**config.mk**
```make
export PLATFORM = sky130hd
export DESIGN_NAME = udm_host_initiator
export DESIGN_NICKNAME = d
export VERILOG_FILES = /design/src/rtl/udm_host_pkg.sv /design/src/rtl/udm_uart_phy.sv /design/src/rtl/udm_host_initiator.sv
export SDC_FILE = /design/constraint.sdc
export NUM_CORES = 1
export LEC_CHECK = 0
export CAP_MARGIN = 0
export CORE_AREA = 2 2 133 135
export CTS_CLUSTER_SIZE = 12
export DETAILED_ROUTE_END_ITERATION = 6
export DIE_AREA = 0 0 135 137
export PLACE_DENSITY = 0.78
export SKIP_CTS_REPAIR_TIMING = 1
export SYNTH_ARGS = -nofsm -noshare
export SYNTH_HDL_FRONTEND = slang
export SYNTH_SLANG_ARGS = --single-unit
```
**constraint.sdc**
```tcl
create_clock -name clk_i -period 11 [get_ports clk_i]
set_input_delay 2.2 -clock clk_i [delete_from_list [all_inputs] [get_ports clk_i]]
set_output_delay 2.2 -clock clk_i [all_outputs]
set_load 0.005 [all_outputs]
```
**src/rtl/udm_host_pkg.sv**
```systemverilog
// Shared constants, FSM state type and frame byte helper for the UART debug-bus host initiator.
package udm_host_pkg;

    localparam logic [7:0] UDM_SYNC    = 8'h55;
    localparam logic [7:0] UDM_CMD_WR  = 8'h81;
    localparam logic [7:0] UDM_CMD_RD  = 8'h80;
    localparam logic [7:0] UDM_LEN_LSB = 8'h04;

    localparam int WR_FRAME_BYTES = 14;
    localparam int RD_FRAME_BYTES = 10;
    localparam int RESP_BYTES     = 4;

    typedef enum logic [1:0] {
        ST_IDLE = 2'd0,
        ST_SEND = 2'd1,
        ST_RECV = 2'd2,
        ST_DONE = 2'd3
    } udm_state_e;

    // Byte idx of an outgoing frame: sync, command, address LSB first,
    // fixed one-word length, then write data LSB first (writes only).
    function automatic logic [7:0] udm_frame_byte(
        input logic [3:0]  idx,
        input logic        we,
        input logic [31:0] addr,
        input logic [31:0] wdata
    );
        logic [7:0] b;
        case (idx)
            4'd0:    b = UDM_SYNC;
            4'd1:    b = we ? UDM_CMD_WR : UDM_CMD_RD;
            4'd2:    b = addr[7:0];
            4'd3:    b = addr[15:8];
            4'd4:    b = addr[23:16];
            4'd5:    b = addr[31:24];
            4'd6:    b = UDM_LEN_LSB;
            4'd10:   b = wdata[7:0];
            4'd11:   b = wdata[15:8];
            4'd12:   b = wdata[23:16];
            4'd13:   b = wdata[31:24];
            default: b = 8'h00;
        endcase
        return b;
    endfunction

endpackage

```
**src/rtl/udm_uart_phy.sv**
```systemverilog
// Byte-level 8N1 UART, LSB first. TX accepts a new byte in the last cycle of the
// previous stop bit so consecutive bytes go out with no idle gap. RX samples the
// synchronised line at mid-bit and flags a low stop bit as a framing error.
module udm_uart_phy #(
    parameter int BIT_CYC = 27
) (
    input  logic       clk,
    input  logic       rst,
    input  logic       tx_start,
    input  logic [7:0] tx_byte,
    output logic       tx_busy,
    output logic       tx_done,
    output logic       tx_line,
    input  logic       rx_line,
    output logic       rx_valid,
    output logic [7:0] rx_byte,
    output logic       rx_ferr
);

    localparam int CW = (BIT_CYC > 2) ? $clog2(BIT_CYC) : 1;
    localparam logic [CW-1:0] BIT_LOAD  = CW'(BIT_CYC - 1);
    localparam logic [CW-1:0] HALF_LOAD = CW'(BIT_CYC / 2);

    logic [CW-1:0] tx_cnt;
    logic [3:0]    tx_bit;
    logic [9:0]    tx_sh;
    logic          tx_busy_q;
    logic          tx_line_q;

    logic          rx_s1, rx_s2, rx_s3;
    logic          rx_busy;
    logic [CW-1:0] rx_cnt;
    logic [3:0]    rx_bit;
    logic [7:0]    rx_sh;
    logic          rx_valid_q;
    logic          rx_ferr_q;

    assign tx_busy  = tx_busy_q;
    assign tx_done  = tx_busy_q && (tx_cnt == '0) && (tx_bit == 4'd9);
    assign tx_line  = tx_line_q;
    assign rx_valid = rx_valid_q;
    assign rx_byte  = rx_sh;
    assign rx_ferr  = rx_ferr_q;

    // TX shifter: start + 8 data + stop, each held for BIT_CYC cycles.
    always_ff @(posedge clk or posedge rst) begin
        if (rst) begin
            tx_cnt    <= '0;
            tx_bit    <= '0;
            tx_sh     <= '1;
            tx_busy_q <= 1'b0;
            tx_line_q <= 1'b1;
        end else if (tx_start && (!tx_busy_q || tx_done)) begin
            tx_sh     <= {1'b1, tx_byte, 1'b0};
            tx_busy_q <= 1'b1;
            tx_cnt    <= BIT_LOAD;
            tx_bit    <= 4'd0;
            tx_line_q <= 1'b0;
        end else if (tx_busy_q) begin
            if (tx_cnt == '0) begin
                if (tx_bit == 4'd9) begin
                    tx_busy_q <= 1'b0;
                    tx_line_q <= 1'b1;
                end else begin
                    tx_bit    <= tx_bit + 4'd1;
                    tx_cnt    <= BIT_LOAD;
                    tx_sh     <= {1'b1, tx_sh[9:1]};
                    tx_line_q <= tx_sh[1];
                end
            end else begin
                tx_cnt <= tx_cnt - CW'(1);
            end
        end
    end

    // Two-flop synchroniser plus one history flop for falling-edge detection.
    always_ff @(posedge clk or posedge rst) begin
        if (rst) begin
            rx_s1 <= 1'b1;
            rx_s2 <= 1'b1;
            rx_s3 <= 1'b1;
        end else begin
            rx_s1 <= rx_line;
            rx_s2 <= rx_s1;
            rx_s3 <= rx_s2;
        end
    end

    // RX sampler: first sample lands mid start bit, then one sample per bit period.
    // Going idle at mid stop bit lets the next start edge be caught back-to-back.
    always_ff @(posedge clk or posedge rst) begin
        if (rst) begin
            rx_busy    <= 1'b0;
            rx_cnt     <= '0;
            rx_bit     <= '0;
            rx_sh      <= '0;
            rx_valid_q <= 1'b0;
            rx_ferr_q  <= 1'b0;
        end else begin
            rx_valid_q <= 1'b0;
            if (!rx_busy) begin
                if (rx_s3 && !rx_s2) begin
                    rx_busy <= 1'b1;
                    rx_cnt  <= HALF_LOAD;
                    rx_bit  <= 4'd0;
                end
            end else if (rx_cnt == '0) begin
                rx_cnt <= BIT_LOAD;
                rx_bit <= rx_bit + 4'd1;
                if (rx_bit == 4'd0) begin
                    // a start bit that is high again by mid-bit was a glitch
                    if (rx_s2) begin
                        rx_busy <= 1'b0;
                    end
                end else if (rx_bit == 4'd9) begin
                    rx_valid_q <= 1'b1;
                    rx_ferr_q  <= !rx_s2;
                    rx_busy    <= 1'b0;
                end else begin
                    rx_sh <= {rx_s2, rx_sh[7:1]};
                end
            end else begin
                rx_cnt <= rx_cnt - CW'(1);
            end
        end
    end

endmodule

```
**src/rtl/udm_host_initiator.sv**
```systemverilog
// Host-side initiator for the UART debug bus: takes one bus command at a time on a
// req/ack port, sends it as a byte frame and, for reads, collects the 4-byte reply.
//
// state | meaning
// IDLE  | waiting for cmd_req_i
// SEND  | streaming frame bytes back to back
// RECV  | collecting read response bytes under a timeout
// DONE  | one-cycle completion pulse
module udm_host_initiator
    import udm_host_pkg::*;
#(
    parameter int CLK_FREQ_HZ  = 25000000,
    parameter int BAUD_RATE    = 921600,
    parameter int RESP_TIMEOUT = 1000000
) (
    input  logic        clk_i,
    input  logic        arst_i,
    input  logic        cmd_req_i,
    input  logic        cmd_we_i,
    input  logic [31:0] cmd_addr_i,
    input  logic [31:0] cmd_wdata_i,
    output logic        cmd_ack_o,
    output logic        resp_valid_o,
    output logic [31:0] resp_rdata_o,
    output logic        resp_err_o,
    output logic        busy_o,
    input  logic        rx_i,
    output logic        tx_o
);

    localparam int BIT_CYC = CLK_FREQ_HZ / BAUD_RATE;
    localparam int TO_W    = $clog2(RESP_TIMEOUT + 1);
    localparam logic [TO_W-1:0] TO_LOAD = TO_W'(RESP_TIMEOUT - 1);

    udm_state_e    state, state_next;

    logic          we_q;
    logic [31:0]   addr_q;
    logic [31:0]   wdata_q;
    logic [3:0]    byte_idx;
    logic [3:0]    frame_len;
    logic [1:0]    rx_idx;
    logic [TO_W-1:0] to_cnt;
    logic [31:0]   asm_q;
    logic [31:0]   asm_next;
    logic          err_q;
    logic          ack_q;

    logic          tx_start;
    logic [7:0]    tx_byte;
    logic          tx_busy;
    logic          tx_done;
    logic          rx_valid;
    logic [7:0]    rx_byte;
    logic          rx_ferr;
    logic          byte_take;
    logic          fail;

    udm_uart_phy #(
        .BIT_CYC (BIT_CYC)
    ) u_phy (
        .clk      (clk_i),
        .rst      (arst_i),
        .tx_start (tx_start),
        .tx_byte  (tx_byte),
        .tx_busy  (tx_busy),
        .tx_done  (tx_done),
        .tx_line  (tx_o),
        .rx_line  (rx_i),
        .rx_valid (rx_valid),
        .rx_byte  (rx_byte),
        .rx_ferr  (rx_ferr)
    );

    assign frame_len    = we_q ? 4'(WR_FRAME_BYTES) : 4'(RD_FRAME_BYTES);
    assign tx_byte      = udm_frame_byte(byte_idx, we_q, addr_q, wdata_q);
    assign cmd_ack_o    = ack_q;
    assign resp_valid_o = (state == ST_DONE);
    assign resp_err_o   = (state == ST_DONE) && err_q;
    assign busy_o       = (state != ST_IDLE);

    // Next-state, byte launch and response accept decisions.
    always_comb begin
        state_next = state;
        tx_start   = 1'b0;
        byte_take  = 1'b0;
        fail       = 1'b0;
        case (state)
            ST_IDLE: begin
                if (cmd_req_i) begin
                    state_next = ST_SEND;
                end
            end
            ST_SEND: begin
                if (byte_idx != frame_len) begin
                    if (!tx_busy || tx_done) begin
                        tx_start = 1'b1;
                    end
                end else if (tx_done) begin
                    state_next = we_q ? ST_DONE : ST_RECV;
                end
            end
            ST_RECV: begin
                if (rx_valid) begin
                    if (rx_ferr) begin
                        fail       = 1'b1;
                        state_next = ST_DONE;
                    end else begin
                        byte_take = 1'b1;
                        if (rx_idx == 2'(RESP_BYTES - 1)) begin
                            state_next = ST_DONE;
                        end
                    end
                end else if (to_cnt == '0) begin
                    fail       = 1'b1;
                    state_next = ST_DONE;
                end
            end
            ST_DONE: begin
                state_next = ST_IDLE;
            end
            default: begin
                state_next = ST_IDLE;
            end
        endcase
    end

    // Response assembly, LSB byte first.
    always_comb begin
        asm_next = asm_q;
        if (byte_take) begin
            case (rx_idx)
                2'd0:    asm_next[7:0]   = rx_byte;
                2'd1:    asm_next[15:8]  = rx_byte;
                2'd2:    asm_next[23:16] = rx_byte;
                default: asm_next[31:24] = rx_byte;
            endcase
        end
    end

    // FSM state register.
    always_ff @(posedge clk_i or posedge arst_i) begin
        if (arst_i) begin
            state <= ST_IDLE;
        end else begin
            state <= state_next;
        end
    end

    // Command latch, byte/response counters, timeout and result registers.
    always_ff @(posedge clk_i or posedge arst_i) begin
        if (arst_i) begin
            ack_q        <= 1'b0;
            we_q         <= 1'b0;
            addr_q       <= '0;
            wdata_q      <= '0;
            byte_idx     <= '0;
            rx_idx       <= '0;
            to_cnt       <= '0;
            asm_q        <= '0;
            err_q        <= 1'b0;
            resp_rdata_o <= '0;
        end else begin
            ack_q <= (state == ST_IDLE) && cmd_req_i;

            if ((state == ST_IDLE) && cmd_req_i) begin
                we_q     <= cmd_we_i;
                addr_q   <= cmd_addr_i;
                wdata_q  <= cmd_wdata_i;
                byte_idx <= '0;
                rx_idx   <= '0;
                asm_q    <= '0;
                err_q    <= 1'b0;
            end

            if (tx_start) begin
                byte_idx <= byte_idx + 4'd1;
            end

            if ((state == ST_SEND) && (state_next == ST_RECV)) begin
                to_cnt <= TO_LOAD;
            end else if (state == ST_RECV) begin
                if (byte_take) begin
                    to_cnt <= TO_LOAD;
                end else if (to_cnt != '0) begin
                    to_cnt <= to_cnt - TO_W'(1);
                end
            end

            if (byte_take) begin
                asm_q  <= asm_next;
                rx_idx <= rx_idx + 2'd1;
            end

            if (fail) begin
                err_q <= 1'b1;
            end

            // only a finishing read replaces the visible read data
            if ((state == ST_RECV) && (state_next == ST_DONE)) begin
                resp_rdata_o <= asm_next;
            end
        end
    end

endmodule

```
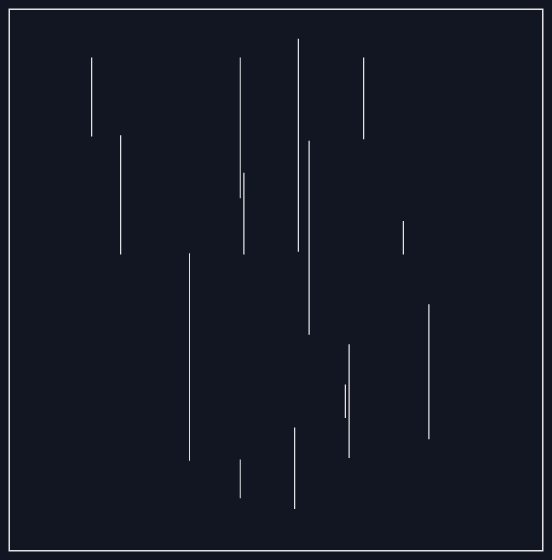
**Above:** run 1 (metal 4).
main direction = vertical
wire length on this layer = 390 um
share of all routed wire = 1.8%
nets with wire on the layer = 8
longest straight run = 53.7 um

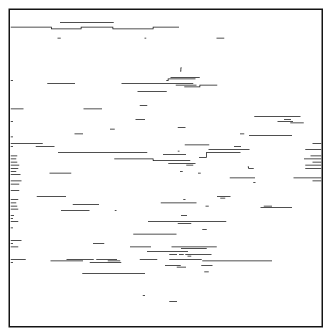
**Above:** run 1 (signal wires on met3).
share of all routed wire = 4.5%
longest straight run = 38.4 um

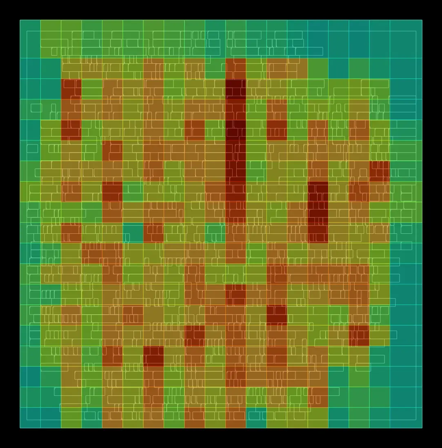
**Above:** run 1 (track usage over the die).
GR peak layer: met2
per-cell routed wire length: 16.9 um
GRT Total Usage: 0.238
met3 GRT Util: 0.0341

==> impl_metrics.tcl, run 1 <==
# collected from the flow reports
set metrics [dict create \
    finalNonFillerCells 1269 \
    gp_congestion 0.808 \
    warnings 38 \
    firstDrtPassIters 4 \
    hpwl_um 13900 \
    synth.avg_cell_area_sq_um 9.77 \
    synth_flops 201 \
    clock-root-buffer "clkbuf_16" \
    p_leak_nw 5.39 \
    grt_pass1_wl_um 35600 \
    worstSetupEndpointType "register" \
    timing.max_cap.violations 0 \
    edf_count 0 \
    syn-cell-area_sq_um 9270 \
    seq_area_frac_synth 0.544 \
    p_switching_w 0.000363 \
    synth-warning-count 0 \
    rr_startpoint "state[1]" \
    comb_power_share 0.059 \
    yosysCellCount 949 \
    yosys.area_share.aoi 0.130 \
    cts_tree "yes" \
    combGateArea_sq_um 3930 \
    pwr-share-seq 0.474 \
    cts_sinks 201 \
    hold_violations 0 \
    seq_cells 201 \
    numPortBuffers 105 \
    mux_share 0.0660 \
    synthArstFlopShare 1.00 \
    worst_ep_required_time_ns 11.43 \
    p_per_area_nw_per_um2 147 \
    htreeDepth 1 \
    hold_depth 0 \
    finalClockSkew_ns 0.00882 \
    viasPerCell 5.64 \
    path_clk_slew_ns 0.06 \
    drtIter0Drc 424 \
    ys_area_sq_um 9270 \
    n_clock_buffer 37 \
    hold_start "u_phy.rx_s1" \
    grt_max_degree 141 \
    flop_cell "dfrtp_1" \
    tap_cells 225 \
    crit_type "in -> reg" \
    switching_share 0.221 \
    largest_class "flip-flops and latches" \
    coreArea_sq_um 17100 \
    reg2reg_slack_ns 8.11 \
    comb_share 0.351 \
    clock_latency_ns 0.50 \
    vias 7162 \
    hold_path.class "reg -> reg" \
    logic_gates 670 \
    die-area_sq_um 18500 \
    synthTopLogicFamily "simple AND/OR/NAND/NOR gates" \
    cts_max_path_buffers 3 \
    fp_util 0.544 \
    netlist_instances 949 \
    cts_buffers 22 \
    grt_pass1_vias 7073 \
    r2r-end "asm_q[25]" \
    ios 106 \
    power.internal_w 0.00128 \
    drc_errors 0 \
    num_rows 48 \
    antenna_found_initial 0 \
    crit_path_start_kind "primary input" \
    place_inst 1229 \
    final.setup.tns_ns 0 \
    power_w 0.00165 \
    worst_r2r_path_depth 5 \
    syn_to_final_growth_pct 20.8 \
    wirelength_um 21400 \
    flop_area_sq_um 5040 \
    nNetsFinal 1114 \
    irDropWorstVdd_mv 0.118 \
    syn-num-nets 1035 \
    period_needed_ns 4.46 \
    worstMarginPinSlew_ns 1.25 \
    holdWs_ns 0.360 \
    worst-path-max-fanout 73 \
    drive_above_1_share 0.0680 \
    rsz0062_at_grt "no" \
    die-width_um 135 \
    antennaDiodeCount 0 \
    fp.dieH_um 137 \
    seq_share 0.450 \
    fill_cells 1382 \
    postRouteAntennaNets 0 \
    min_to "u_phy.rx_s2" \
    pre_cts_slack_ns 6.09 \
    status "completed" \
    worstPathArrival_ns 4.89 \
]
==> run 1: worst max-delay path by stage <==
stage                      to  cells past startpoint  slack, ns  startpoint
floorplan           addr_q[0]                      1       3.34      arst_i
finish              asm_q[25]                      6       6.54   cmd_req_i
global route        asm_q[25]                      6       6.39   cmd_req_i
global placement     asm_q[3]                      6       6.20   cmd_req_i
detailed placement  asm_q[25]                      6       6.09   cmd_req_i
CTS                 asm_q[25]                      6       6.58   cmd_req_i
==> run 1: worst max-delay path, cell delays in order <==
cell             delay (ns)
clkdlybuf4s50_1        0.42
nand2_2                0.06
buf_4                  0.53
inv_2                  0.68
nor2_1                 0.69
a22o_1                 0.23
==> run 1: layout by cell type (no fill, tap or decap), drive strengths merged, types with 6 or more instances in the layout <==
cell type	count
a22o	33
mux2	9
nor2	40
dfstp	12
mux2i	51
nand2b	9
and3	6
a21oi	26
dfrtp	189
nand3	26
o22ai	9
a22oi	6
o21ai	54
nor3	10
xnor2	6
inv	24
o211ai	8
nand2	270
xor2	12
ha	17
clkdlybuf4s50	105
a221oi	7
clkbuf	37
==> run 1: cells in the mapped netlist (10+ instances only) <==
cell	count	area [sq um]
a21oi_1	26	130
dfrtp_1	189	4730
nor2_1	40	150
mux2i_1	51	510
a22o_1	33	289
nor3_1	10	50.1
xor2_1	12	105
nand2_1	270	1010
buf_1	13	48.8
ha_1	17	213
o21ai_1	20	100
nand3_1	26	130
o21ai_0	33	165
clkbuf_1	31	116
inv_1	23	86.3
dfstp_2	12	315
==> run 1: per-layer routing <==
| metal | vias up | track usage | part of all wire |
|---|---|---|---|
| li1 | 3432 | - | - |
| met1 | 3512 | 0.344 | 0.46 |
| met2 | 186 | 0.386 | 0.48 |
| met3 | 32 | 0.0341 | 0.045 |
| met4 | 0 | 0.0538 | 0.018 |
| met5 | - | 0 | 0 |
==> run 1: power by group through the flow <==
stage / Sequential (W) / Combinational [W] / Clock (W)
after global placement: 0.000792 / 0.0000943 / 0
after global routing: 0.000782 / 0.000111 / 0.000805
after CTS: 0.000779 / 0.0000996 / 0.000779
final: 0.000780 / 0.0000978 / 0.000768
after floorplan: 0.000780 / 0.0000641 / 0
after detailed placement: 0.000793 / 0.0000978 / 0
==> run 1: flip-flops by register name (all words and copies together) (netlist names), 2 cells and up <==
register	cells
addr_q	32
asm_q	32
resp_rdata_o	32
state	2
u_phy.tx_sh	8
to_cnt	20
rx_idx	2
u_phy.rx_bit	4
u_phy.tx_cnt	5
u_phy.tx_bit	4
wdata_q	32
u_phy.rx_cnt	5
u_phy.rx_byte	8
byte_idx	4
==> run 1: cells by family (layout without fill, tap and decap cells) <==
group	Yosys count	count (layout)
compound gates	177	177
xor+xnor	18	18
fa+ha+maj	17	17
buf+inv	78	173
flops	201	201
mux	60	60
simple gates	398	398
==> run 1: metrics by stage <==
step,util,area (sq um)
2_1_floorplan,-,9270
3_3_place_gp,0.612,10400
3_5_place_dp,0.612,10400
4_1_cts,0.657,11200
5_1_grt,0.657,11200
6_report,0.657,11200
**Run 1: the metal 1 layer**

Scale bar: 50 um.
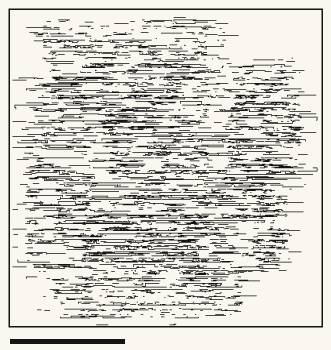

--- run 2 (diff from run 1) ---
==> constraint.sdc (replaced) <==
create_clock -name clk_i -period 4.3 [get_ports clk_i]
set_input_delay 0.86 -clock clk_i [delete_from_list [all_inputs] [get_ports clk_i]]
set_output_delay 0.86 -clock clk_i [all_outputs]
set_load 0.005 [all_outputs]
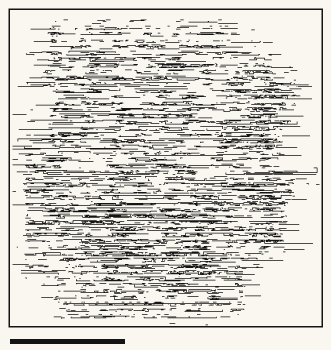
**Above:** run 2 (the metal 1 layer).
Scale bar: 50 um.
main direction = horizontal
longest straight run = 72.7 um
nets with wire on the layer = 1021
wire length on this layer = 9800 um
share of all routed wire = 46%

==> impl_metrics.tcl, run 2 <==
# collected from the flow reports
set metrics [dict create \
    edf_count 0 \
    hold_path.class "reg -> reg" \
    drtIter0Drc 507 \
    cts_max_path_buffers 3 \
    combGateArea_sq_um 3930 \
    postRouteAntennaNets 0 \
    status "completed" \
    grt-ovfl-total 0 \
    worst-path-max-fanout 17 \
    p_leak_nw 5.39 \
    cts_tree "yes" \
    path_cells "nor2b_1 -> and3_1 -> and2_1 -> nor2_1 -> a22o_1" \
    final.setup.tns_ns 0 \
    ios 106 \
    maxSlewHeadroom 0.324 \
    p_per_area_nw_per_um2 360 \
    drv_slew 0 \
    worst_ep_required_time_ns 4.68 \
    mux_share 0.0660 \
    grt_max_degree 70 \
    crit_family "simple AND/OR/NAND/NOR gates" \
    rsz0062_at_grt "no" \
    yosys.area_share.aoi 0.130 \
    grt_pass1_vias 7017 \
    flop_area_sq_um 5040 \
    syn-num-nets 1035 \
    grt_usage 0.236 \
    synth.avg_cell_area_sq_um 9.77 \
    synthSimpleGateAreaFrac 0.187 \
    clock_latency_ns 0.50 \
    warnings 36 \
    netlist_instances 949 \
    clock-root-buffer "clkbuf_16" \
    num_rows 48 \
    yosysCellCount 949 \
    top_cell_area_share 0.510 \
    cts_buffers 22 \
    nNetsFinal 1118 \
    layout_top_cell "nand2_1" \
    cts_sinks 201 \
    syn-cell-area_sq_um 9270 \
    synth_adder_area_share 0.0229 \
    layout_top_cells "nand2_1, dfrtp_1, clkdlybuf4s50_1, mux2i_1, nor2_1" \
    synth-warning-count 0 \
    numPortBuffers 105 \
    setup_viol 0 \
    period_needed_ns 2.70 \
    htreeDepth 1 \
    yosysMostFrequentCell "nand2_1" \
    synth_flops 201 \
    drive_above_1_share 0.0706 \
    firstDrtPassIters 5 \
    worstSetupEndpointType "register" \
    vias 7136 \
    synthArstFlopShare 1.00 \
    fill_cells 1392 \
    xor_share 0.0170 \
    wire_per_inst_um 16.6 \
    worstPathArrival_ns 3.08 \
    viasPerCell 5.61 \
    timing.max_cap.violations 0 \
    die-width_um 135 \
    hold_violations 0 \
    ys_area_sq_um 9270 \
    finalClockSkew_ns 0.0111 \
    seq_area_frac_synth 0.544 \
    clock.fmax_ghz 0.370 \
    holdWs_ns 0.361 \
    fp.dieH_um 137 \
    wirelength_um 21100 \
    grt_pass1_wl_um 35400 \
    irDropWorstVdd_mv 0.350 \
    coreArea_sq_um 17100 \
    drc_errors 0 \
    path_buffers 0 \
    fp_util 0.544 \
    die-area_sq_um 18500 \
    synth.top_cells.by_count "nand2_1, dfrtp_1, mux2i_1" \
    path_clk_slew_ns 0.06 \
    flop_cell "dfrtp_1" \
    crit_slowest_cell "and2_1" \
    synth_area_leader_cell "dfrtp_1" \
    syn_to_final_growth_pct 20.7 \
    gp_congestion 0.857 \
    crit_type "reg -> reg" \
    finalClockPeriodUsage 0.628 \
    crit_path_start_kind "register" \
    antenna_found_initial 0 \
    worstMarginPinSlew_ns 1.01 \
    synth.distinct_cells 64 \
    hpwl_um 14100 \
    synthTopLogicFamily "simple AND/OR/NAND/NOR gates" \
    max_stage_delay_ns 0.66 \
    synthTopCellsByArea "dfrtp_1, nand2_1, mux2i_1" \
    antennaDiodeCount 0 \
    power_w 0.00403 \
]
[run 2: cell type report]
cell class / count / share of cell area
multi-input cells: 670 / 0.352
inverters: 24 / 0.00839
clock inverters: 5 / 0.00224
repair buffers: 113 / 0.103
clock buffers: 35 / 0.0591
flip-flops and latches: 201 / 0.451
well taps: 225 / 0.0252
[run 2: routing by layer]
metal / track usage / vias up / part of all wire
li1: - / 3440 / -
met1: 0.350 / 3471 / 0.46
met2: 0.372 / 192 / 0.46
met3: 0.0363 / 33 / 0.056
met4: 0.0532 / 0 / 0.018
met5: 0 / - / 0
[run 2: path summary, 6_finish.rpt]
kind                            slack (ns)          end  depth (start not counted)         from
worst max-delay path                  1.60    asm_q[26]                          5     state[1]
worst max register to register        1.60    asm_q[26]                          5     state[1]
worst min-delay path                  0.36  u_phy.rx_s2                          0  u_phy.rx_s1
max in group asynchronous             2.54  u_phy.rx_s1                          3       arst_i
worst min register to register        0.36  u_phy.rx_s2                          0  u_phy.rx_s1
min in group asynchronous             0.92  wdata_q[17]                          2       arst_i
[run 2: power breakdown]
group,switching (W),total (W),internal [W]
Clock,0.000723,0.00177,0.00105
Combinational,0.000128,0.000259,0.000131
Sequential,0.0000628,0.00200,0.00193
Total,0.000913,0.00403,0.00312
[run 2: cell families (layout without fill, tap and decap cells)]
family / count (synthesis) / count (layout)
DFF: 201 / 201
xor gates and xnor gates: 18 / 18
AOI/OAI and AO/OA: 177 / 177
and+or+nand+nor: 398 / 398
buffers and inverters: 78 / 177
adders and majority gates: 17 / 17
muxes: 60 / 60
[run 2: metrics by stage]
| step | std cells | util | cell area, sq um | setup WS [ns] |
|---|---|---|---|---|
| floorplan | 949 | - | 9280 | 0.847 |
| global placement | 1233 | 0.616 | 10500 | 1.69 |
| detailed placement | 1233 | 0.616 | 10500 | 1.63 |
| CTS | 1273 | 0.656 | 11200 | 1.63 |
| global route | 1273 | 0.656 | 11200 | 1.35 |
| finish | 1273 | 0.656 | 11200 | 1.60 |
**Run 2: track usage over the die**

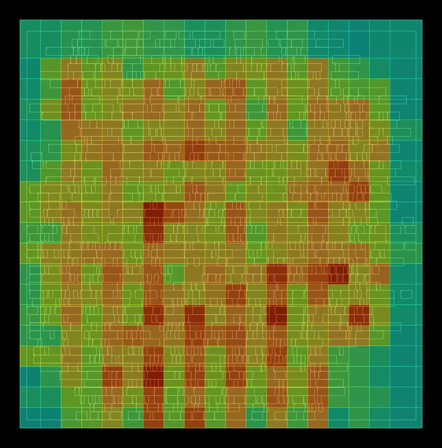

--- run 3 (diff from run 2) ---
==> constraint.sdc (replaced) <==
create_clock -name clk_i -period 2.8 [get_ports clk_i]
set_input_delay 0.56 -clock clk_i [delete_from_list [all_inputs] [get_ports clk_i]]
set_output_delay 0.56 -clock clk_i [all_outputs]
set_load 0.005 [all_outputs]
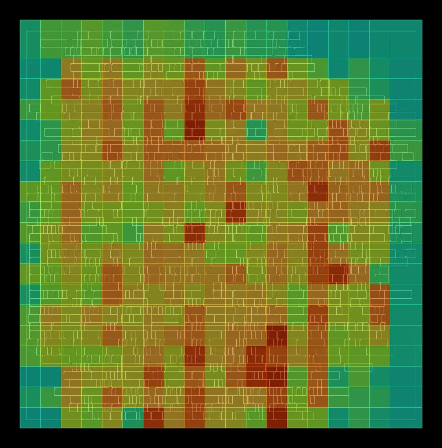
**Above:** run 3 (track usage over the die).
per-cell routed wire length: 17.0 um
met3 GRT Util: 0.0411
final core occ: 0.666
met1 usage: 0.351

==> impl_metrics.tcl, run 3 <==
# collected from the flow reports
set metrics [dict create \
    antenna_found_initial 0 \
    flop_cell "dfrtp_1" \
    die-width_um 135 \
    numPortBuffers 105 \
    p_clk_frac 0.455 \
    num_rows 48 \
    hpwl_um 14700 \
    viasPerCell 5.68 \
    ios 106 \
    worstPathArrival_ns 2.78 \
    coreArea_sq_um 17100 \
    maxSlewHeadroom 0.375 \
    cts_max_path_buffers 3 \
    finalClockPeriodUsage 0.875 \
    drtIter0Drc 528 \
    switching_share 0.227 \
    synth.avg_cell_area_sq_um 9.77 \
    design_area_sq_um 11400 \
    firstDrtPassIters 5 \
    fp_util 0.544 \
    clock_latency_ns 0.52 \
    htreeDepth 1 \
    syn-cell-area_sq_um 9270 \
    comb_power_share 0.062 \
    layout_top_cells "nand2_1, dfrtp_1, clkdlybuf4s50_1, mux2i_1, nor2_1" \
    critical_path.startpoint "to_cnt[0]" \
    synth.distinct_cells 64 \
    synth_flops 201 \
    p_switching_w 0.00144 \
    p_leak_nw 5.49 \
    syn-num-nets 1035 \
    synth_area_leader_cell "dfrtp_1" \
    pre_cts_slack_ns 0.352 \
    grt-ovfl-total 0 \
    synth.top_cells.by_count "nand2_1, dfrtp_1, mux2i_1" \
    power_w 0.00635 \
    worst-path-max-fanout 8 \
    grt_pass1_vias 7105 \
    clock.fmax_ghz 0.408 \
    antennaDiodeCount 0 \
    path_clk_slew_ns 0.06 \
    hold_violations 0 \
    period_needed_ns 2.45 \
    edf_count 0 \
    crit_path_start_kind "register" \
    power.internal_w 0.00491 \
    layout_top_cell "nand2_1" \
    finalClockSkew_ns 0.0256 \
    worst_ep_required_time_ns 3.13 \
    pwr-share-seq 0.483 \
    status "completed" \
    hold_path.class "reg -> reg" \
    synthArstFlopShare 1.00 \
    rsz0062_at_grt "no" \
    wirelength_um 21800 \
    gp_congestion 0.853 \
    drv_slew 0 \
    cts_buffers 22 \
    yosysMostFrequentCell "nand2_1" \
    cts_tree "yes" \
    hold_start "u_phy.rx_s1" \
    clock-root-buffer "clkbuf_16" \
    fp.dieH_um 137 \
    grt_max_degree 70 \
    netlist_instances 949 \
    warnings 37 \
    syn_to_final_growth_pct 22.6 \
    top_cell_area_share 0.510 \
    place_area_sq_um 10600 \
    synth-warning-count 0 \
    postRouteAntennaNets 0 \
    seq_area_frac_synth 0.544 \
    die-area_sq_um 18500 \
    cts_sinks 201 \
    nNetsFinal 1133 \
    crit_type "reg -> reg" \
    worstSetupEndpointType "register" \
    yosysCellCount 949 \
    setup_viol 0 \
    ys_area_sq_um 9270 \
    p_per_area_nw_per_um2 558 \
    drive_above_1_share 0.0848 \
    grt_usage 0.243 \
    timing.max_cap.violations 0 \
    worstMarginPinSlew_ns 0.938 \
    fin_ws_ns 0.350 \
    irDropWorstVdd_mv 0.439 \
    drc_errors 0 \
    vias 7304 \
    grt_pass1_wl_um 36300 \
]
[run 3: cell types whose count changed in the layout (fill, tap and decap cells not counted), sizes merged]
cell	before	now
buf	8	23
bufinv	0	1
clkinv	5	3
clkbuf	35	34
[run 3: critical path, cell delays in order (launching register included)]
cell      delay, ns
dfrtp_1        0.39
inv_1          0.10
ha_1           0.27
or4b_1         0.56
or4_4          0.52
o211ai_1       0.21
xor2_1         0.18
nand2_1        0.07
[run 3: per-stage QoR]
stage                     hold slack (ns)  TNS, ns  std cells
after floorplan                     0.345   -66.63        949
after global placement              0.361        0       1248
after detailed placement            0.356        0       1248
after CTS                           0.360        0       1286
after global routing                0.363        0       1286
final                               0.360        0       1286
[run 3: path summary, 6_finish.rpt]
check,to,slack (ns),cells past startpoint
worst max-delay path,to_cnt[2],0.35,7
worst max register to register,to_cnt[2],0.35,7
max in group asynchronous,u_phy.rx_s3,1.73,3
worst min register to register,u_phy.rx_s2,0.36,0
min in group asynchronous,wdata_q[8],0.40,2
worst min-delay path,u_phy.rx_s2,0.36,0
[run 3: cell families after synthesis]
family	share of synthesized area
adder cells (fa/ha/maj)	0.0229
XOR/XNOR	0.0170
AND/OR/NAND/NOR	0.187
flip-flops	0.544
buffers and inverters	0.0336
multiplexers	0.0660
AND-OR/OR-AND	0.130
[run 3: metal layers]
metal	part of all wire	vias to the layer above	wire length, um	global-route usage
met5	0	-	0	0
met4	0.016	0	351	0.0527
met3	0.057	29	1240	0.0411
met2	0.47	216	10400	0.391
met1	0.45	3595	9880	0.351
li1	-	3464	-	-
[run 3: power groups by stage]
stage / combinational [W] / clock (W) / sequential (W)
floorplan: 0.000252 / 0 / 0.00307
finish: 0.000392 / 0.00289 / 0.00306
CTS: 0.000398 / 0.00293 / 0.00306
detailed placement: 0.000390 / 0 / 0.00311
global placement: 0.000380 / 0 / 0.00311
global route: 0.000445 / 0.00303 / 0.00308
[run 3: area by class of cell]
type | count | area (sq um)
Fill cell | 1344 | 5690
Sequential cell | 201 | 5040
Multi-Input combinational cell | 670 | 3930
Timing Repair Buffer | 128 | 1270
Clock buffer | 34 | 666
Tap cell | 225 | 282
Inverter | 24 | 93.8
Clock inverter | 4 | 70.1
Power and IR drop assume default switching activity.
